==> config.mk <==
export PLATFORM = sky130hd
export DESIGN_NAME = hrange_consumer_flat
export DESIGN_NICKNAME = d
export VERILOG_FILES = /design/src/rtl/hrange_consumer_if.sv /design/src/rtl/hrange_consumer.sv /design/src/flat_wrapper.sv
export SDC_FILE = /design/constraint.sdc
export NUM_CORES = 1
export LEC_CHECK = 0
export CAP_MARGIN = 15
export CORE_AREA = 2 2 166 168
export DETAILED_ROUTE_END_ITERATION = 12
export DIE_AREA = 0 0 168 170
export PLACE_DENSITY_LB_ADDON = 0.05
export SYNTH_ARGS = -nofsm -noshare
export SYNTH_HDL_FRONTEND = slang
export SYNTH_SLANG_ARGS = --single-unit
export TNS_END_PERCENT = 10
==> constraint.sdc <==
create_clock -name _clock -period 3.46 [get_ports _clock]
set_input_delay 0.346 -clock _clock [delete_from_list [all_inputs] [get_ports _clock]]
set_output_delay 0.346 -clock _clock [all_outputs]
set_load 0.01 [all_outputs]
==> src/rtl/hrange_consumer_if.sv <==
// rtl/hrange_consumer_if.sv - call/yield handshake bundle used for both the host port and the child generator port
interface hrange_consumer_if;
    logic               _start;
    logic signed [31:0] base;
    logic signed [31:0] limit;
    logic signed [31:0] step;
    logic               _ready;
    logic               _valid;
    logic               _done;
    logic signed [31:0] _0;
    logic        [31:0] _1;

    modport master (
        output _start, base, limit, step, _ready,
        input  _valid, _done, _0, _1
    );

    modport slave (
        input  _start, base, limit, step, _ready,
        output _valid, _done, _0, _1
    );
endinterface

==> src/rtl/hrange_consumer.sv <==
// rtl/hrange_consumer.sv - launches a range generator child, sums its _0 yields and reports sum/count to the host
module hrange_consumer #(
    parameter int unsigned STALL_EVERY = 0
) (
    input  logic              _clock,
    input  logic              _reset,
    hrange_consumer_if.slave  host,
    hrange_consumer_if.master gen
);

    typedef enum logic [1:0] {
        IDLE,
        LAUNCH,
        CONSUME,
        REPORT
    } state_t;

    localparam logic [31:0] STALL_LIMIT = STALL_EVERY;

    state_t             state, state_n;
    logic signed [31:0] sum_q, sum_n;
    logic        [31:0] count_q, count_n;
    logic        [31:0] stall_q, stall_n;
    logic signed [31:0] res0_q, res0_n;
    logic        [31:0] res1_q, res1_n;
    logic signed [31:0] base_q, base_n;
    logic signed [31:0] limit_q, limit_n;
    logic signed [31:0] step_q, step_n;
    logic               start_q, start_n;
    logic               ready_q, ready_n;
    logic               valid_q, valid_n;
    logic               transfer;
    bit                 no_parity_check = 1'b0;

    // ready_q is the registered gen__ready, so a handshake is judged on what the child actually saw
    assign transfer = (state == CONSUME) && gen._valid && ready_q;

    always_ff @(posedge _clock) begin
        if (_reset) begin
            state   <= IDLE;
            sum_q   <= '0;
            count_q <= '0;
            stall_q <= '0;
            res0_q  <= '0;
            res1_q  <= '0;
            base_q  <= '0;
            limit_q <= '0;
            step_q  <= '0;
            start_q <= 1'b0;
            ready_q <= 1'b0;
            valid_q <= 1'b0;
        end else begin
            state   <= state_n;
            sum_q   <= sum_n;
            count_q <= count_n;
            stall_q <= stall_n;
            res0_q  <= res0_n;
            res1_q  <= res1_n;
            base_q  <= base_n;
            limit_q <= limit_n;
            step_q  <= step_n;
            start_q <= start_n;
            ready_q <= ready_n;
            valid_q <= valid_n;
        end
    end

    always_comb begin
        state_n = state;
        sum_n   = sum_q;
        count_n = count_q;
        stall_n = stall_q;
        res0_n  = res0_q;
        res1_n  = res1_q;
        base_n  = base_q;
        limit_n = limit_q;
        step_n  = step_q;
        start_n = 1'b0;
        ready_n = 1'b0;
        valid_n = 1'b0;
        case (state)
            IDLE: begin
                if (host._start) begin
                    base_n  = host.base;
                    limit_n = host.limit;
                    step_n  = host.step;
                    sum_n   = '0;
                    count_n = '0;
                    stall_n = '0;
                    start_n = 1'b1;
                    state_n = LAUNCH;
                end
            end
            LAUNCH: begin
                ready_n = 1'b1;
                state_n = CONSUME;
            end
            CONSUME: begin
                ready_n = 1'b1;
                if (transfer) begin
                    sum_n   = sum_q + gen._0;
                    count_n = count_q + 32'd1;
                    stall_n = stall_q + 32'd1;
                    if ((STALL_EVERY != 0) && (stall_n == STALL_LIMIT)) begin
                        stall_n = '0;
                        ready_n = 1'b0;
                    end
                end
                // done seen while ready is low (stall cycle) is left for the next ready cycle
                if (gen._done && ready_q) begin
                    ready_n = 1'b0;
                    valid_n = 1'b1;
                    res0_n  = sum_n;
                    res1_n  = count_n;
                    state_n = REPORT;
                end
            end
            REPORT: begin
                if (host._ready) begin
                    state_n = IDLE;
                end else begin
                    valid_n = 1'b1;
                end
            end
            default: state_n = IDLE;
        endcase
    end

    assign host._valid = valid_q;
    assign host._done  = valid_q;
    assign host._0     = res0_q;
    assign host._1     = res1_q;
    assign gen._start  = start_q;
    assign gen.base    = base_q;
    assign gen.limit   = limit_q;
    assign gen.step    = step_q;
    assign gen._ready  = ready_q;

    // producers that yield (i, i) are checked for agreement
    parity_check: assert property (@(posedge _clock)
        disable iff (_reset || no_parity_check)
        transfer |-> (gen._1 == gen._0));

endmodule

==> src/flat_wrapper.sv <==
// flat-port wrapper written by rule: the top's interface ports become plain ports
module hrange_consumer_flat 
#(
    parameter int unsigned STALL_EVERY = 0
)
  (_clock, _reset, host__start, host_base, host_limit, host_step, host__ready, host__valid, host__done, host__0, host__1, gen__start, gen_base, gen_limit, gen_step, gen__ready, gen__valid, gen__done, gen__0, gen__1);
  hrange_consumer_if host_i ();
  hrange_consumer_if gen_i ();
  input  logic _clock;
  input  logic _reset;
  input wire logic [$bits(host_i._start)-1:0] host__start;
  input wire logic [$bits(host_i.base)-1:0] host_base;
  input wire logic [$bits(host_i.limit)-1:0] host_limit;
  input wire logic [$bits(host_i.step)-1:0] host_step;
  input wire logic [$bits(host_i._ready)-1:0] host__ready;
  output wire logic [$bits(host_i._valid)-1:0] host__valid;
  output wire logic [$bits(host_i._done)-1:0] host__done;
  output wire logic [$bits(host_i._0)-1:0] host__0;
  output wire logic [$bits(host_i._1)-1:0] host__1;
  output wire logic [$bits(gen_i._start)-1:0] gen__start;
  output wire logic [$bits(gen_i.base)-1:0] gen_base;
  output wire logic [$bits(gen_i.limit)-1:0] gen_limit;
  output wire logic [$bits(gen_i.step)-1:0] gen_step;
  output wire logic [$bits(gen_i._ready)-1:0] gen__ready;
  input wire logic [$bits(gen_i._valid)-1:0] gen__valid;
  input wire logic [$bits(gen_i._done)-1:0] gen__done;
  input wire logic [$bits(gen_i._0)-1:0] gen__0;
  input wire logic [$bits(gen_i._1)-1:0] gen__1;
  assign host_i._start = host__start;
  assign host_i.base = host_base;
  assign host_i.limit = host_limit;
  assign host_i.step = host_step;
  assign host_i._ready = host__ready;
  assign host__valid = host_i._valid;
  assign host__done = host_i._done;
  assign host__0 = host_i._0;
  assign host__1 = host_i._1;
  assign gen__start = gen_i._start;
  assign gen_base = gen_i.base;
  assign gen_limit = gen_i.limit;
  assign gen_step = gen_i.step;
  assign gen__ready = gen_i._ready;
  assign gen_i._valid = gen__valid;
  assign gen_i._done = gen__done;
  assign gen_i._0 = gen__0;
  assign gen_i._1 = gen__1;
  hrange_consumer #(.STALL_EVERY(STALL_EVERY)) u_core (._clock(_clock), ._reset(_reset), .host(host_i), .gen(gen_i));
endmodule
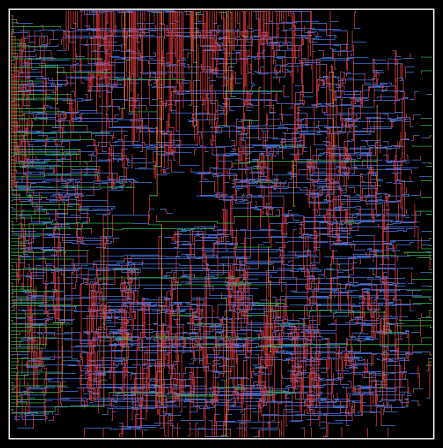
(signal wires by layer)
legend:
  met3:
    color: green
    wire_length: 2380 µm
  met2:
    color: red
    wire_length: 14600 µm
  met4:
    color: orange
    wire_length: 848 µm
  met1:
    color: blue
    wire_length: 14000 µm
Via Count: 10.1k
total global-route track usage: 21.5%
wirelength, routed: 31900 µm
DR WL/cell: 16.2 µm

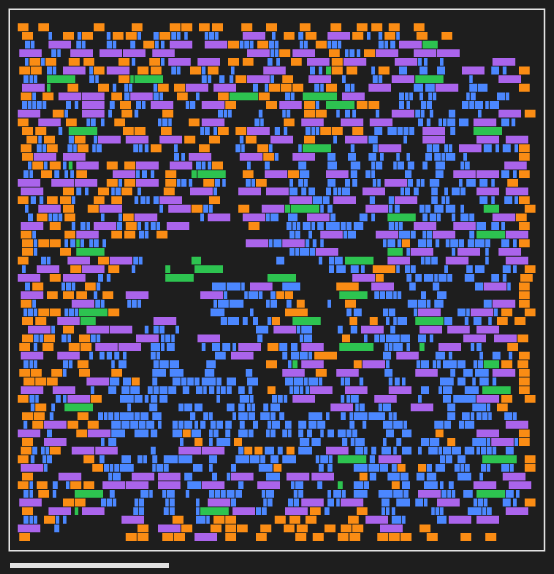
(placed cells, one color a class)
Scale bar: 50 µm.
legend:
  clock drivers and dummy loads:
    color: green
    cells: 48
  other buffers and delay cells:
    color: orange
    cells: 326
  all other logic:
    color: blue
    cells: 1019
  flops:
    color: purple
    cells: 229
fraction of area in registers: 31.1%
cell area after layout: 14700 µm²

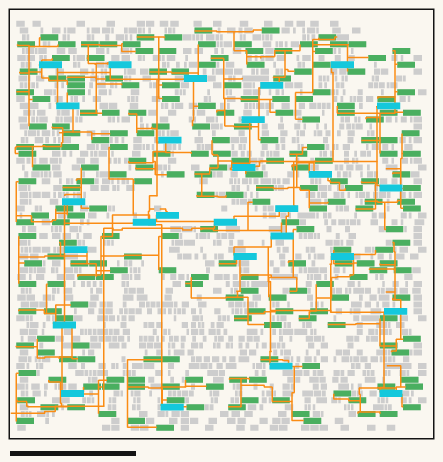
(clock distribution)
Scale bar: 50 µm.
legend:
  cells driving clock nets:
    color: cyan
    count: 27
  clock wires:
    color: orange
    length: 3210 µm
  flip-flops:
    color: green
    count: 229
routed clock nets: 28
flops lie: widely spread
source-to-sink clock delay at the later pin of the worst-skew pair: 0.53 ns
Power Clock: 2.87 mW
part of the total power dissipated in the clock network: 37.6%
Layout Skew: 0.0131 ns

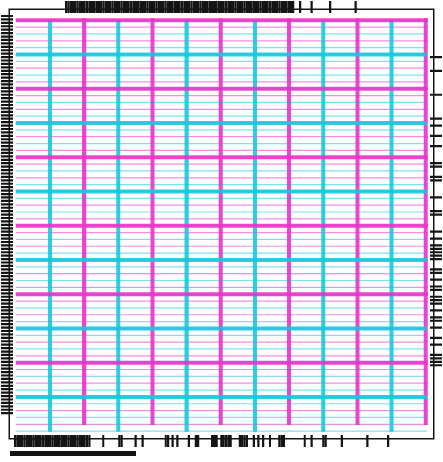
(supply network)
Scale bar: 50 µm. Pins as bars on the die edge.
legend:
  VDD:
    color: magenta
  VSS:
    color: cyan
signal pins: 330
rows: 60

==> out/qor.txt <==
Power drawn by the combinational cells: 1.76 mW
Cell type with the largest total area after synthesis: dfxtp_1
Count of boundary I/O pins: 330
Max-cap check violation count: 0
Number of global-route vias before repair: 9573
RSZ-0062 raised after global routing: no
Top logic cells by instance count in the layout: 296 x clkdlybuf4s50_1, 275 x nand2_1, 229 x dfxtp_1
Post_cts resized: 0
Tally of filler cells in the layout: 2490
FF+latch count, synth: 229
Most frequent CP cell: or3b_1
Cell class ranked first by area: logic gates
Reported sequential group power: 3.00 mW
Total negative setup slack: 0 ns
Min setup slack post-route: 0.437 ns
Crit Path Category: reg2reg
Largest net degree at the start of global routing: 126
Setup bufs post-CTS: 0
First-pass iteration count of the detailed router: 5
Highest clock rate: 331 MHz
Start point of the worst hold path: _reset
Required time reported for the critical path endpoint: 3.90 ns
Wire length of the first global-routing pass: 50600 µm
Crit. Startpoint: u_core.sum_q[0]
Non-clock buffers, area share: 22.0%
Chip Area, Yosys: 10600 µm²
Power Dens Cells: 518 nW/µm²
Starting DRT DRC Count: 612
Leading cell types by count after synthesis: 276 x nand2_1, 229 x dfxtp_1, 183 x a21oi_1
Final routed DRC violation total: 0
TritonCTS sink count: 229
Post-synthesis cell type count: 61
Cells on Worst Hold Path: 3
Slowest cell on crit path: fa_1
Area of the mapped netlist: 10600 µm²
Starting density of the core: 39.7%
Placement-stage worst setup slack: -0.0421 ns
Power, Total: 7.63 mW
Share of total power in sequential cells: 39.3%
Relative slew margins: 28.7%
Setup slack of the most critical reg-to-reg path: 0.44 ns
Area growth from synthesis to layout: 39.4%
Final global-route overflow total: 0
Outcome: finished clean
Placed cell area: 13800 µm²
No activity file was given, so power comes from the tool's default toggle rates.
